==> images/layers.png <==
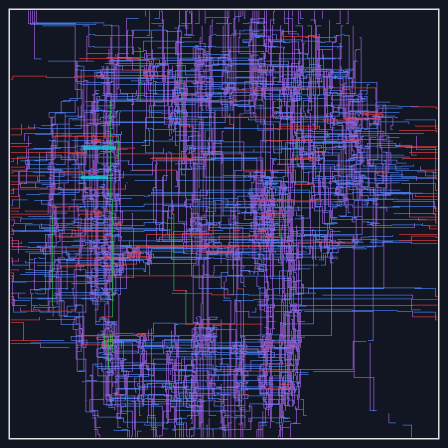
==> images/gates.png <==
Bar = 50 um.
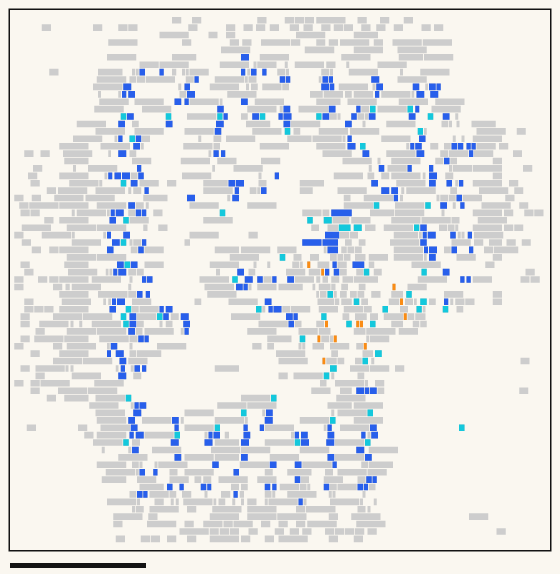
Design tomasulo_cdb_arb_flat, sky130hd; sources not shown.
==> notes.org <==
#+TITLE: Flow metrics

** Cells and area
- According to the cell report, the number of logic gates is 539.
- The finished design was reported to have a net count of 1179.
- Number of antenna cells inserted :: 2
- Synth-to-layout area growth :: 29.04%
- The register with the most flip-flops in the layout has 222 of them.
- Buffers outside the clock tree occupy 12.68% of the routed design's cell area.
- The final report gives the core utilization as 39.48%.
- Measured on the final layout, the clock distribution area share stands at ~7%.

** Setup path
- Looking at the setup timing report, the critical path kind is flip-flop to flip-flop.
- The timing report shows the most common cell along the critical path to be ha_1.

** Clock network
- CTS built an H-tree with a depth of 1.
- Post_cts resized :: 4

** Job
- In this run the maximum-capacitance check reported violations numbering 0.

** Final timing
- Setup violation total in the final timing report :: 0
- Final period utilization :: slightly below 90%
- Tightest slew margin relative to the limit :: 37.12%
- Max-slew check failures listed in the final report amount to 0.

** Logic synthesis
- Multiplexer share of the synthesized area :: 0%
- The commonest cells after synthesis are edfxtp_1 (222), nand2_1 (120), o21ai_0 (78), dfxtp_1 (54), clkbuf_1 (51).
- Yosys warning tally :: 0
- Yosys adder share :: 0.9748%
- Simple-gate share of the synthesized area :: 8.210%
- Average cell area after synthesis :: ~13 um2
- Summed over its instances, the top area cell type makes up 57.71% of the synthesized netlist area.
- Among the non-sequential cells, AND-OR/OR-AND gates take the most area.
- Area contributors post-synth :: edfxtp_1 (58%), dfxtp_1 (9.4%), nand2_1 (3.9%)

** Power and ir drop
- The design draws 15980 uW.
- Total power density per cell area :: 1072 mW/mm2
- Cell-internal power :: 8971 uW
- Leakage power of the design :: between 0.005 and 0.006 uW
- Power in combinational cells :: 8600 uW

** Routing
- The DRC violation total left in the routed layout is recorded as 0.

** Floorplan
- Y dimension of the die :: 198.2 um
- For this design the top-level I/O count stands at ~160.
- The horizontal die dimension reported for this design is 198.2 um.
- Row generation in the floorplan step produced 71 rows.

** Placed design
- In this run the cell area measured after placement is 0.01377 mm2.

** Global routing
- Number of antenna violations at the first check in global routing :: 3
- Vias in the first global route :: 8508
- Entering global routing, the biggest net connects 75 pins.

** Hold path
- The path class of the tightest hold or removal check is flip-flop to flip-flop.

** Run status
- Result of the run :: finished clean
About layers.png:
| colour | layer | wire length |
|---|---|---|
| blue | M1 | 15700 um |
| green | M4 | 612 um |
| red | M3 | 2570 um |
| cyan | M5 | 24.8 um |
| purple | M2 | 16700 um |
total global routing track utilization: 17.97%
wire length per cell after detailed routing: 22.40 um
vias post-DR: 8443
final wirelength: 35.63 mm

About gates.png:
| colour | family | cells |
|---|---|---|
| orange | inv cells | 12 |
| blue | aoi and oai cells | 236 |
| cyan | and/or cells | 59 |
Finished Layout Cells: 1591
highest-count logic cell in the final layout: edfxtp_1
combinational fraction of the cell area: 23.69%

## layout by cell type (no fill, tap or decap), types with 2 or more instances in the layout
cell type,Yosys,routed
edfxtp_1,222,222
clkdlybuf4s50_1,0,156
nand2_1,120,119
o21ai_0,78,78
dfxtp_1,54,54
a31oi_1,38,38
or3_1,37,37
o211ai_1,37,37
a21o_1,37,37
a22oi_1,37,37
a311oi_1,37,37
a211o_1,38,37
buf_4,1,32
clkbuf_16,0,31
and2_1,13,13
inv_1,12,12
ha_1,9,9
xnor2_1,8,8
clkbuf_1,51,8
nor2_4,1,7
clkinv_2,0,5
bufinv_16,0,5
nor2_1,10,4
o21a_1,4,4
and3_2,0,3
clkinv_1,0,3
clkbuf_8,0,3
buf_12,0,3
diode_2,0,2
nand2b_1,2,2
nor3_1,2,2
and3_1,5,2
clkinvlp_4,0,2
Power figures rest on the tool's default switching activity, not on a simulated workload.
